--- config.mk ---
export PLATFORM = sky130hd
export DESIGN_NAME = grasspopper_stream_feeder_flat
export DESIGN_NICKNAME = d
export VERILOG_FILES = /design/src/rtl/grasspopper_stream_feeder_if.sv /design/src/rtl/grasspopper_stream_feeder.sv /design/src/flat_wrapper.sv
export SDC_FILE = /design/constraint.sdc
export NUM_CORES = 1
export LEC_CHECK = 0
export ABC_CLOCK_PERIOD_IN_PS = 3300
export CORE_MARGIN = 4
export CORE_UTILIZATION = 30
export DETAILED_ROUTE_END_ITERATION = 8
export HOLD_SLACK_MARGIN = 0.1
export RECOVER_POWER = 25
export SLEW_MARGIN = 20
export SYNTH_ARGS = -nofsm -noshare
export SYNTH_HDL_FRONTEND = slang
export SYNTH_SLANG_ARGS = --single-unit
--- constraint.sdc ---
create_clock -name pclk_i -period 3.3 [get_ports pclk_i]
set_input_delay 0.66 -clock pclk_i [delete_from_list [all_inputs] [get_ports pclk_i]]
set_output_delay 0.66 -clock pclk_i [all_outputs]
set_load 0.02 [all_outputs]
--- src/rtl/grasspopper_stream_feeder_if.sv ---
// Handshake and data bundle between the stream feeder, its upstream/downstream
// word streams and the 128-bit cipher core.
interface grasspopper_stream_feeder_if;
  logic [31:0]  s_data_i;
  logic         s_valid_i;
  logic         s_ready_o;
  logic [127:0] core_data_o;
  logic         core_req_o;
  logic         core_ack_o;
  logic [127:0] core_data_i;
  logic         core_valid_i;
  logic         core_busy_i;
  logic [31:0]  m_data_o;
  logic         m_valid_o;
  logic         m_ready_i;
  logic         err_clr_i;
  logic         err_o;
  logic [15:0]  blk_cnt_o;

  // Feeder view
  modport master (
    input  s_data_i, s_valid_i, core_data_i, core_valid_i, core_busy_i,
           m_ready_i, err_clr_i,
    output s_ready_o, core_data_o, core_req_o, core_ack_o, m_data_o,
           m_valid_o, err_o, blk_cnt_o
  );

  // Environment view (sources, core and sink)
  modport slave (
    output s_data_i, s_valid_i, core_data_i, core_valid_i, core_busy_i,
           m_ready_i, err_clr_i,
    input  s_ready_o, core_data_o, core_req_o, core_ack_o, m_data_o,
           m_valid_o, err_o, blk_cnt_o
  );
endinterface

--- src/rtl/grasspopper_stream_feeder.sv ---
// Packs 32-bit input words into 128-bit blocks for a cipher core and streams
// the 128-bit results back out as 32-bit words, with a per-wait-state timeout.
module grasspopper_stream_feeder #(
  parameter int unsigned TIMEOUT_CYCLES = 1024
) (
  input logic                         pclk_i,
  input logic                         presetn_i,
  grasspopper_stream_feeder_if.master bus
);

  localparam int TW = $clog2(TIMEOUT_CYCLES + 1);

  typedef enum logic [1:0] {IDLE, REQ, WAIT_VAL, ACK} state_t;

  state_t         state;
  state_t         state_nxt;
  logic [127:0]   ib_data;
  logic [2:0]     ib_cnt;
  logic [2:0]     ib_cnt_nxt;
  logic           s_ready;
  logic [127:0]   ob_data;
  logic [2:0]     ob_cnt;
  logic [TW-1:0]  tmo_cnt;
  logic           err;
  logic [15:0]    blk_cnt;
  logic           in_fire;
  logic           out_fire;
  logic           tmo_expired;
  logic           clr_ib;
  logic           capture;
  logic           tmo_hit;
  logic           blk_done;

  assign in_fire     = bus.s_valid_i & s_ready;
  assign out_fire    = (ob_cnt != 3'd0) & bus.m_ready_i;
  assign tmo_expired = (tmo_cnt == TW'(TIMEOUT_CYCLES - 1));

  always_ff @(posedge pclk_i or negedge presetn_i) begin
    if (!presetn_i) state <= IDLE;
    else            state <= state_nxt;
  end

  // A busy/valid arriving on the same edge as the timeout wins over the abort.
  always_comb begin
    state_nxt = state;
    clr_ib    = 1'b0;
    capture   = 1'b0;
    tmo_hit   = 1'b0;
    blk_done  = 1'b0;
    case (state)
      IDLE: begin
        if (ib_cnt == 3'd4 && ob_cnt == 3'd0) state_nxt = REQ;
      end
      REQ: begin
        if (bus.core_busy_i) begin
          state_nxt = WAIT_VAL;
          clr_ib    = 1'b1;
        end else if (tmo_expired) begin
          state_nxt = IDLE;
          clr_ib    = 1'b1;
          tmo_hit   = 1'b1;
        end
      end
      WAIT_VAL: begin
        if (bus.core_valid_i) begin
          state_nxt = ACK;
          capture   = 1'b1;
        end else if (tmo_expired) begin
          state_nxt = IDLE;
          clr_ib    = 1'b1;
          tmo_hit   = 1'b1;
        end
      end
      ACK: begin
        state_nxt = IDLE;
        blk_done  = 1'b1;
      end
      default: state_nxt = IDLE;
    endcase
  end

  always_ff @(posedge pclk_i or negedge presetn_i) begin
    if (!presetn_i)              tmo_cnt <= '0;
    else if (state_nxt != state) tmo_cnt <= '0;
    else                         tmo_cnt <= tmo_cnt + TW'(1);
  end

  always_comb begin
    ib_cnt_nxt = ib_cnt;
    if (clr_ib)       ib_cnt_nxt = 3'd0;
    else if (in_fire) ib_cnt_nxt = ib_cnt + 3'd1;
  end

  // s_ready is registered from the next fill level so it never lags a fill.
  always_ff @(posedge pclk_i or negedge presetn_i) begin
    if (!presetn_i) begin
      ib_data <= '0;
      ib_cnt  <= 3'd0;
      s_ready <= 1'b0;
    end else begin
      ib_cnt  <= ib_cnt_nxt;
      s_ready <= (ib_cnt_nxt < 3'd4);
      if (in_fire && !clr_ib) ib_data[{ib_cnt[1:0], 5'd0} +: 32] <= bus.s_data_i;
    end
  end

  always_ff @(posedge pclk_i or negedge presetn_i) begin
    if (!presetn_i) begin
      ob_data <= '0;
      ob_cnt  <= 3'd0;
    end else if (capture) begin
      ob_data <= bus.core_data_i;
      ob_cnt  <= 3'd4;
    end else if (out_fire) begin
      ob_data <= {32'h0, ob_data[127:32]};
      ob_cnt  <= ob_cnt - 3'd1;
    end
  end

  always_ff @(posedge pclk_i or negedge presetn_i) begin
    if (!presetn_i) begin
      err     <= 1'b0;
      blk_cnt <= 16'd0;
    end else begin
      if (tmo_hit)            err <= 1'b1;
      else if (bus.err_clr_i) err <= 1'b0;
      if (blk_done) blk_cnt <= blk_cnt + 16'd1;
    end
  end

  assign bus.s_ready_o   = s_ready;
  assign bus.core_data_o = ib_data;
  assign bus.core_req_o  = (state == REQ);
  assign bus.core_ack_o  = (state == ACK);
  assign bus.m_data_o    = ob_data[31:0];
  assign bus.m_valid_o   = (ob_cnt != 3'd0);
  assign bus.err_o       = err;
  assign bus.blk_cnt_o   = blk_cnt;

endmodule
--- src/flat_wrapper.sv ---
// flat-port wrapper written by rule: the top's interface ports become plain ports
module grasspopper_stream_feeder_flat 
#(
  parameter int unsigned TIMEOUT_CYCLES = 1024
)
  (pclk_i, presetn_i, bus_s_data_i, bus_s_valid_i, bus_core_data_i, bus_core_valid_i, bus_core_busy_i, bus_m_ready_i, bus_err_clr_i, bus_s_ready_o, bus_core_data_o, bus_core_req_o, bus_core_ack_o, bus_m_data_o, bus_m_valid_o, bus_err_o, bus_blk_cnt_o);
  grasspopper_stream_feeder_if bus_i ();
  input logic pclk_i;
  input logic presetn_i;
  input wire logic [$bits(bus_i.s_data_i)-1:0] bus_s_data_i;
  input wire logic [$bits(bus_i.s_valid_i)-1:0] bus_s_valid_i;
  input wire logic [$bits(bus_i.core_data_i)-1:0] bus_core_data_i;
  input wire logic [$bits(bus_i.core_valid_i)-1:0] bus_core_valid_i;
  input wire logic [$bits(bus_i.core_busy_i)-1:0] bus_core_busy_i;
  input wire logic [$bits(bus_i.m_ready_i)-1:0] bus_m_ready_i;
  input wire logic [$bits(bus_i.err_clr_i)-1:0] bus_err_clr_i;
  output wire logic [$bits(bus_i.s_ready_o)-1:0] bus_s_ready_o;
  output wire logic [$bits(bus_i.core_data_o)-1:0] bus_core_data_o;
  output wire logic [$bits(bus_i.core_req_o)-1:0] bus_core_req_o;
  output wire logic [$bits(bus_i.core_ack_o)-1:0] bus_core_ack_o;
  output wire logic [$bits(bus_i.m_data_o)-1:0] bus_m_data_o;
  output wire logic [$bits(bus_i.m_valid_o)-1:0] bus_m_valid_o;
  output wire logic [$bits(bus_i.err_o)-1:0] bus_err_o;
  output wire logic [$bits(bus_i.blk_cnt_o)-1:0] bus_blk_cnt_o;
  assign bus_i.s_data_i = bus_s_data_i;
  assign bus_i.s_valid_i = bus_s_valid_i;
  assign bus_i.core_data_i = bus_core_data_i;
  assign bus_i.core_valid_i = bus_core_valid_i;
  assign bus_i.core_busy_i = bus_core_busy_i;
  assign bus_i.m_ready_i = bus_m_ready_i;
  assign bus_i.err_clr_i = bus_err_clr_i;
  assign bus_s_ready_o = bus_i.s_ready_o;
  assign bus_core_data_o = bus_i.core_data_o;
  assign bus_core_req_o = bus_i.core_req_o;
  assign bus_core_ack_o = bus_i.core_ack_o;
  assign bus_m_data_o = bus_i.m_data_o;
  assign bus_m_valid_o = bus_i.m_valid_o;
  assign bus_err_o = bus_i.err_o;
  assign bus_blk_cnt_o = bus_i.blk_cnt_o;
  grasspopper_stream_feeder #(.TIMEOUT_CYCLES(TIMEOUT_CYCLES)) u_core (.pclk_i(pclk_i), .presetn_i(presetn_i), .bus(bus_i));
endmodule
Signal metal coverage by tile:
Bar = 50 µm. 22 x 22 tiles, from black (low) to pale yellow (high), scaled to the fullest tile. Values are wire area over tile area, all layers added.
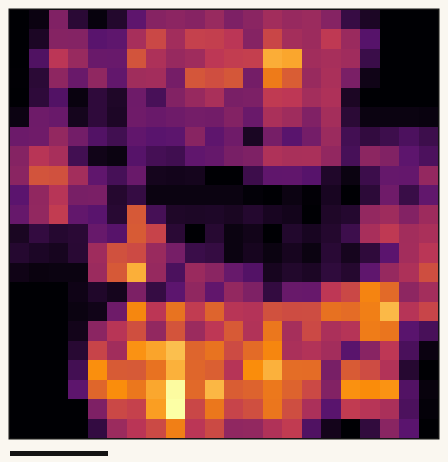
nearly empty tiles: 12%
mean over tiles: 0.14
tiles over half the peak: 21%
densest ninth of the die: south
emptiest ninth of the die: center
routed via count: 10700
global-route usage over all layers: 16.9%
wire per inst: 19.4 µm
total wire length after detailed routing: 41300 µm

Zoomed window:
Bar = 20 µm. Region (29, 29) to (79, 79) µm. Cells in gray, sequential cells in the stronger gray; small squares are vias.
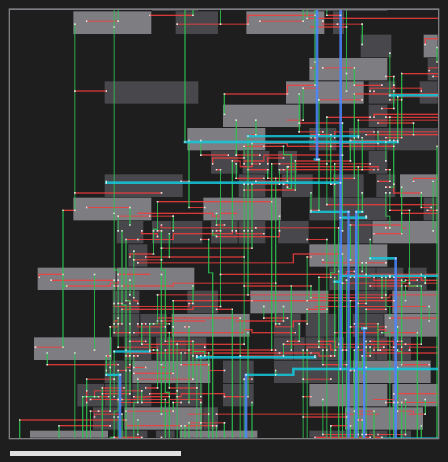
[green] met2
[cyan] met3
[blue] met4
[red] met1
netlist names of flops here include: u_core.bus.core_data_o (21)
cells with their middle in the window: 84
most frequent: dfrtp_1 (23), o2bb2ai_1 (14), clkdlybuf4s50_1 (14)
sequential cells in the window: 23

Sequential cells grouped by signal name:
Other sequential cells in the stronger gray, the rest of the logic in the fainter gray.
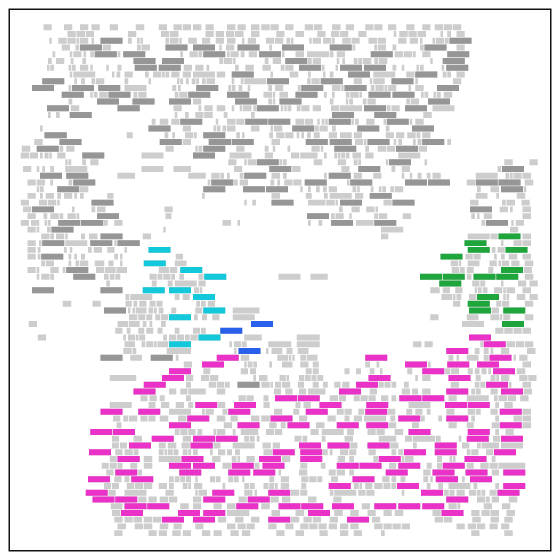
[cyan] u_core.tmo_cnt | placed flops: 11
[blue] u_core.ib_cnt | placed flops: 3
[green] u_core.bus.blk_cnt_o | placed flops: 16 | where: east
[magenta] u_core.bus.core_data_o | placed flops: 128 | where: a band across the bottom
not colored: 135
Seq area share: 39.8%
power consumed by sequential cells: 5.97 mW
combined flip-flop and latch cell area: 7330 µm²

Cell outlines without signal wires:
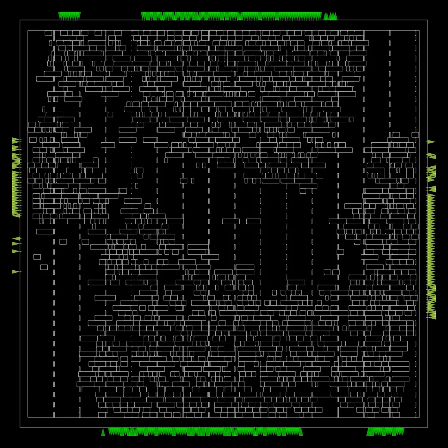
layout sequential cell count: 293
Layout fillers: 4121
Finished Core Util: 42.6%
num rows: 76
final std cells w/o fill: 2132

==> flow.log <==
[metrics] run summary
INFO  metric status = finished with violations
INFO  metric failed_checks = capacitance limit, slew limit
INFO  metric drc = 0
INFO  metric die_area = 47400 µm²
INFO  metric first_global_vias = 10900
INFO  metric crit_path_end = bus_core_ack_o
INFO  metric pwr.group.combinational = 7.39 mW
INFO  metric worstHoldPathCells = 1
INFO  metric synth.yosys.chip_area = 13200 µm²
INFO  metric report.final.hold_viol_count = 0
INFO  metric nets_final = 1697
INFO  metric warning_count = 34
INFO  metric hold_buf_cts = 0
INFO  metric layout_top_cell = clkdlybuf4s50_1
INFO  metric top_cell_area_share = 55.5%
INFO  metric combPwrFrac = 42.5%
INFO  metric worst-path-stages = 2
INFO  metric maxCapViolations = 1
INFO  metric layout.cells.most_common_list = 346 x clkdlybuf4s50_1, 293 x dfrtp_1, 173 x nand2_1
INFO  metric power_leader = combinational logic
INFO  metric post-place-cells = 2064
INFO  metric antenna_violations_before_repair = 3
INFO  metric yosys_cells = 1232
INFO  metric count_leader_synth = dfrtp_1
INFO  metric cts_buffer_depth = 3
INFO  metric worstHoldStart = u_core.bus.blk_cnt_o[15]
INFO  metric io_pins = 348
INFO  metric reg2reg_slack = 0.81 ns
INFO  metric layout.cells.largest_class = registers
INFO  metric leakagePower = 7.93 nW
INFO  metric synthesis.nets = 1412
INFO  metric firstDrtPassIters = 5
INFO  metric timing.clock.skew = 0.0138 ns
INFO  metric clock.fmax = 363 MHz
INFO  metric insertedDiodeCount = 4
INFO  metric cts.repair.resized = 0
INFO  metric path_delay_family = buffers and inverters
INFO  metric worstSkewPairLatency = 0.52 ns
INFO  metric startpoint_type = register
INFO  metric power_clock = 4.02 mW
INFO  metric common_cells = 293 x dfrtp_1, 174 x nand2_1, 102 x o21ai_0
INFO  metric finalWeightedCongestion = 0.820
INFO  metric cp.required = 2.64 ns
INFO  metric final.setup.tns = 0 ns
INFO  metric postSynthSeqShare = 55.5%
INFO  metric clockPowerShare = 23.1%
INFO  metric grt_start_max_net_pins = 98
INFO  metric layout_min_cycle_time = 2.76 ns
INFO  metric setup_ws = 0.542 ns
INFO  metric cts_inserted_buffers = 36
INFO  metric sh_comb_area = 27.4%
INFO  metric die-height = 218 µm
INFO  metric ys_types = 48
INFO  metric hpwl = 29000 µm
INFO  metric clock_tree_area_fraction = 6.57%
INFO  metric final_power = 17.4 mW
INFO  metric ys_dominant_reg_cell = dfrtp_1
INFO  metric final_layout_size_suffix_gt1_share = 7.26%
INFO  metric yosys_warnings = 0
INFO  metric clock_tree.root_cell = clkbuf_16
INFO  metric topCellsByArea = dfrtp_1 56%, mux2i_1 7.3%, nand2_1 4.9%
INFO  metric final_max_slew_viol_count = 96
INFO  metric powerDensity = 943 nW/µm²
INFO  metric synth_flop_count = 293
## kinds of logic after synthesis
| family | Yosys count | synth area share, % |
|---|---|---|
| AND/OR/NAND/NOR | 366 | 13.9 |
| flip-flops | 293 | 55.5 |
| AND-OR/OR-AND | 249 | 13.6 |
| buffers and inverters | 187 | 6.60 |
| multiplexers | 97 | 7.36 |
| XOR/XNOR | 27 | 1.79 |
| adder cells (fa/ha/maj) | 13 | 1.23 |
## per-layer routing
| layer | global-route usage, % | share of wire (%) | up-vias |
|---|---|---|---|
| li1 | - | - | 4996 |
| met1 | 22.0 | 42 | 5349 |
| met2 | 28.2 | 49 | 291 |
| met3 | 2.83 | 5.1 | 70 |
| met4 | 6.74 | 3.3 | 0 |
| met5 | 0 | 0 | - |
Power figures rest on the tool's default switching activity, not on a simulated workload.
